### Routed metal, one colour a layer

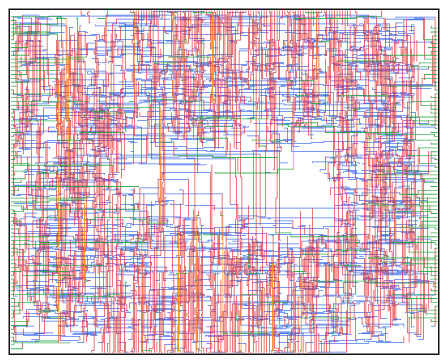
### M3 wires

The bar under the picture is 50 µm long.
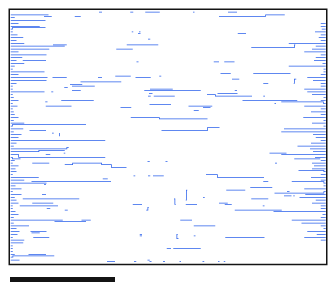
### Placement view

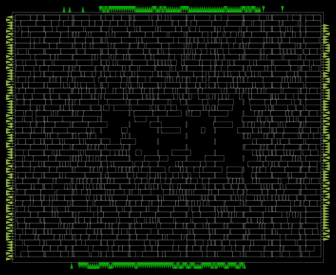
**src/rtl/rc_fork_ctrl.sv**
```systemverilog
`default_nettype none
// ============================================================================
// Module   : rc_fork_ctrl
// Purpose  : Per-input-port route compute, port allocation and wormhole fork
//            controller (forward copy plus local absorb copy).
// Revision : 1.0
// ============================================================================
module rc_fork_ctrl #(
    parameter int FLIT_W     = 66,
    parameter int PORTW      = 2,
    parameter int LOCAL_PORT = 0
) (
    input  logic              clk,
    input  logic              rst,
    input  logic              in_valid,
    input  logic [FLIT_W-1:0] in_flit,
    output logic              in_ready,
    output logic              dec_um_type,
    output logic [10:0]       dec_addr0,
    output logic [55:0]       dec_addr1,
    input  logic [PORTW:0]    dec_port,
    input  logic [55:0]       dec_addr1_rm,
    input  logic              dec_fwdab_en,
    output logic              req_fwd,
    output logic              req_abs,
    input  logic              gnt_fwd,
    input  logic              gnt_abs,
    output logic              release_ports,
    output logic              fwd_valid,
    output logic [PORTW:0]    fwd_port,
    output logic [FLIT_W-1:0] fwd_flit,
    input  logic              fwd_ready,
    output logic              abs_valid,
    output logic [FLIT_W-1:0] abs_flit,
    input  logic              abs_ready,
    output logic              err
);

    localparam logic [PORTW:0] c_local_port = LOCAL_PORT[PORTW:0];

    typedef enum logic [1:0] {
        c_idle  = 2'd0,
        c_route = 2'd1,
        c_alloc = 2'd2,
        c_xfer  = 2'd3
    } state_t;

    state_t      r_state;
    state_t      w_state_nx;
    logic [56:0] r_hdr;       // UM_TYPE plus address field of the pending head
    logic        r_fab;
    logic [55:0] r_rm;
    logic        r_fwd_got;
    logic        r_abs_got;
    logic        w_fwd_got_nx;
    logic        w_abs_got_nx;
    logic        w_fab_nx;
    logic        w_xfer;
    logic        w_is_head;
    logic        w_is_tail;

    // Types 01/11 carry a head, types 10/11 end the packet.
    assign w_is_head = in_flit[64];
    assign w_is_tail = in_flit[65];

    assign dec_um_type = r_hdr[56];
    assign dec_addr0   = r_hdr[56] ? 11'd0 : r_hdr[55:45];
    assign dec_addr1   = r_hdr[56] ? r_hdr[55:0] : 56'd0;

    // A fork onto the local port itself would request the same port twice.
    assign w_fab_nx = (r_state == c_route) ? (dec_fwdab_en && (dec_port != c_local_port))
                                           : r_fab;

    always_comb begin
        w_state_nx   = r_state;
        in_ready     = 1'b0;
        fwd_valid    = 1'b0;
        abs_valid    = 1'b0;
        w_fwd_got_nx = r_fwd_got;
        w_abs_got_nx = r_abs_got;
        w_xfer       = 1'b0;
        case (r_state)
            c_idle: begin
                if (in_valid) begin
                    if (w_is_head) w_state_nx = c_route;
                    else           in_ready   = 1'b1;
                end
            end
            c_route: w_state_nx = c_alloc;
            c_alloc: begin
                w_fwd_got_nx = r_fwd_got | gnt_fwd;
                w_abs_got_nx = r_abs_got | gnt_abs;
                if (w_fwd_got_nx && (w_abs_got_nx || !r_fab)) w_state_nx = c_xfer;
            end
            c_xfer: begin
                // Each copy is offered only when the other side can take it too.
                if (r_fab) begin
                    fwd_valid = in_valid && abs_ready;
                    abs_valid = in_valid && fwd_ready;
                    in_ready  = fwd_ready && abs_ready;
                end else begin
                    fwd_valid = in_valid;
                    in_ready  = fwd_ready;
                end
                w_xfer = in_valid && in_ready;
                if (w_xfer && w_is_tail) begin
                    w_state_nx   = c_idle;
                    w_fwd_got_nx = 1'b0;
                    w_abs_got_nx = 1'b0;
                end
            end
            default: w_state_nx = c_idle;
        endcase
    end

    always_comb begin
        fwd_flit = '0;
        abs_flit = '0;
        if (r_state == c_xfer) begin
            fwd_flit = in_flit;
            if (w_is_head && in_flit[63]) fwd_flit[62:7] = r_rm;
            if (r_fab) abs_flit = in_flit;
        end
    end

    always_ff @(posedge clk) begin
        if (rst) begin
            r_state       <= c_idle;
            r_hdr         <= '0;
            r_fab         <= 1'b0;
            r_rm          <= '0;
            r_fwd_got     <= 1'b0;
            r_abs_got     <= 1'b0;
            fwd_port      <= '0;
            req_fwd       <= 1'b0;
            req_abs       <= 1'b0;
            release_ports <= 1'b0;
            err           <= 1'b0;
        end else begin
            r_state   <= w_state_nx;
            r_fab     <= w_fab_nx;
            r_fwd_got <= w_fwd_got_nx;
            r_abs_got <= w_abs_got_nx;
            if ((r_state == c_idle) && in_valid && w_is_head) r_hdr <= in_flit[63:7];
            if (r_state == c_route) begin
                fwd_port <= dec_port;
                r_rm     <= dec_addr1_rm;
            end
            req_fwd       <= (w_state_nx == c_alloc) && !w_fwd_got_nx;
            req_abs       <= (w_state_nx == c_alloc) && w_fab_nx && !w_abs_got_nx;
            release_ports <= (r_state == c_xfer) && w_xfer && w_is_tail;
            err           <= (r_state == c_idle) && in_valid && !w_is_head;
        end
    end

endmodule
`default_nettype wire

```
**config.mk**
```make
export PLATFORM = sky130hd
export DESIGN_NAME = rc_fork_ctrl
export DESIGN_NICKNAME = d
export VERILOG_FILES = /design/src/rtl/rc_fork_ctrl.sv
export SDC_FILE = /design/constraint.sdc
export NUM_CORES = 1
export LEC_CHECK = 0
export CAP_MARGIN = 10
export CORE_ASPECT_RATIO = 0.8
export CORE_UTILIZATION = 36
export CTS_CLUSTER_SIZE = 25
export DETAILED_ROUTE_END_ITERATION = 6
export GPL_ROUTABILITY_DRIVEN = 0
export GPL_TIMING_DRIVEN = 0
export MAX_ROUTING_LAYER = met4
export PLACE_DENSITY = 0.8
export SLEW_MARGIN = 10
export SYNTH_ARGS = -nofsm -noshare
export SYNTH_HDL_FRONTEND = slang
export SYNTH_SLANG_ARGS = --single-unit
export TNS_END_PERCENT = 100
```
**constraint.sdc**
```tcl
create_clock -name clk -period 1.7 [get_ports clk]
set_input_delay 0.17 -clock clk [delete_from_list [all_inputs] [get_ports clk]]
set_output_delay 0.17 -clock clk [all_outputs]
set_load 0.1 [all_outputs]
```
==> metrics.log <==
[report] extracting results
INFO  metric fin_total_pwr = 8.52 mW
INFO  metric cp_top_family = buffers and inverters
INFO  metric synth_flops = 125
INFO  metric max_slew.worst_pin.slew = 0.697 ns
INFO  metric setup_ws = -0.237 ns
INFO  metric clock_skew = 0.00656 ns
INFO  metric worst_setup_path_end_kind = primary output
INFO  metric cts_resized = 1,837
INFO  metric worst_setup_path_start_kind = register
INFO  metric syn-cell-area = 0.00637 mm²
INFO  metric antenna_cells = 0
INFO  metric p_per_area = 620 mW/mm²
INFO  metric worst_path_most_repeated_cell = sky130_fd_sc_hd__clkbuf_16
INFO  metric die_height = 121 µm
INFO  metric run_status = finished with violations
INFO  metric worst-endpoint-required = 1.53 ns
INFO  metric failed_checks = setup timing
INFO  metric setup_violations = 138
INFO  metric most-common-layout-cells = sky130_fd_sc_hd__nand2_1 (229), sky130_fd_sc_hd__buf_12 (155), sky130_fd_sc_hd__clkdlybuf4s50_1 (129)
INFO  metric final_min_period_over_clock_period = 114%
INFO  metric cts_sinks = 125
INFO  metric cts_made_buffers = 17
INFO  metric critical_path.max_stage_delay = 0.37 ns
INFO  metric yosys.stat.chipArea = 0.00637 mm²
INFO  metric critPathMaxFanout = 6
INFO  metric final_core_utilization = 79.4%
INFO  metric worst_slew_margin_rel = 53.5%
Notes on 'Routed metal, one colour a layer' above:
legend:
  green:
    layer: M3
    wire_length: 2,000 µm
  red:
    layer: M2
    wire_length: 15,600 µm
  orange:
    layer: M4
    wire_length: 977 µm
  blue:
    layer: M1
    wire_length: 11,600 µm
Tot GR Track Use: 32.9%
total number of vias: 7,653

Notes on 'M3 wires' above:
main direction: horizontal
nets with wire on the layer: 242
met3 track demand over resource in global routing: 7.03%
final WL: 30,100 µm

Notes on 'Placement view' above:
fraction of area in registers: 18.3%
number of cell rows: 43
core box area: 0.0173 mm²
non-filler cells in the finished layout: 1,456
Tapcells: 225

[per-stage QoR]
step	std cells	TNS [ns]
after floorplan	845	0
after global routing	1456	-30.83
after global placement	1411	-245.57
after CTS	1452	-25.03
final	1456	-24.50
after detailed placement	1411	-247.03
[routing by layer]
layer / vias up / wire (µm) / share of wire, % / GRT usage (%)
met5: - / 0 / 0 / -
met3: 72 / 2000 / 6.6 / 7.03
li1: 3519 / - / - / -
met4: 0 / 976 / 3.2 / 13.9
met2: 357 / 15600 / 52 / 56.5
met1: 3705 / 11600 / 39 / 37.0
[sequential cells by signal, indices dropped and copies added, names as in the netlist]
name	count
r_fwd_got	1
r_hdr	57
err	1
release_ports	1
req_abs	1
req_fwd	1
r_state	2
r_rm	56
r_fab	1
r_abs_got	1
fwd_port	3
[synthesized netlist by cell type (all sizes together)]
| master | number | area (µm²) |
|---|---|---|
| nand3 | 3 | 15.0 |
| dfxtp | 125 | 2500 |
| nand3b | 1 | 7.51 |
| nor4b | 1 | 15.0 |
| a31oi | 1 | 6.26 |
| nor4 | 1 | 12.5 |
| clkbuf | 54 | 204 |
| inv | 4 | 15.0 |
| and2 | 67 | 419 |
| o21ai | 2 | 10.0 |
| nor2 | 65 | 244 |
| nand2 | 229 | 860 |
| ha | 4 | 50.1 |
| a21boi | 56 | 420 |
| buf | 21 | 95.1 |
| a2111o | 1 | 11.3 |
| and4 | 1 | 8.76 |
| nand2b | 2 | 12.5 |
| o311ai | 1 | 8.76 |
| a311oi | 1 | 15.0 |
| o2bb2ai | 1 | 8.76 |
| a21bo | 1 | 10.0 |
| a211oi | 2 | 15.0 |
| nor2b | 14 | 87.6 |
| and3 | 69 | 432 |
| a21oi | 59 | 295 |
| mux2i | 59 | 591 |
[cell families (layout without fill, tap and decap cells)]
logic type      after synthesis  in the layout  synth area share (%)
mux                          59             59                  9.27
fa+ha+maj                     4              4                 0.786
simple gates                453            453                  33.2
buf+inv                      79            465                  4.93
flops                       125            125                  39.3
compound gates              125            125                  12.6
[final cells by class]
| cell class | count | area (µm²) |
|---|---|---|
| Timing Repair Buffer | 356 | 5140 |
| Multi-Input combinational cell | 641 | 4570 |
| Fill cell | 1003 | 3570 |
| Sequential cell | 125 | 2520 |
| Buffer | 73 | 651 |
| Clock buffer | 22 | 464 |
| Tap cell | 225 | 282 |
| Clock inverter | 10 | 114 |
| Inverter | 4 | 15.0 |
[path summary, 6_finish.rpt]
| path | from | end | depth (start not counted) |
|---|---|---|---|
| worst min-delay path | in_flit[63] | r_hdr[56] | 3 |
| worst max register to register | r_state[0] | req_abs | 8 |
| worst max-delay path | r_state[0] | in_ready | 6 |
| worst min register to register | r_hdr[11] | r_hdr[11] | 2 |
[power by group]
group	leakage [nW]	total (mW)	internal, mW	switching, mW
Combinational	4.05	1.72	0.692	1.03
Clock	0.284	3.60	2.23	1.36
Sequential	1.02	3.20	3.10	0.106
Total	5.35	8.52	6.02	2.50
[tightest hold or removal path: cells and delay by family]
family | cells | cell delay (ns)
simple gates | 1 | 0.09
buf+inv | 1 | 0.28
compound gates | 1 | 0.05
No activity file was given, so power comes from the tool's default toggle rates.
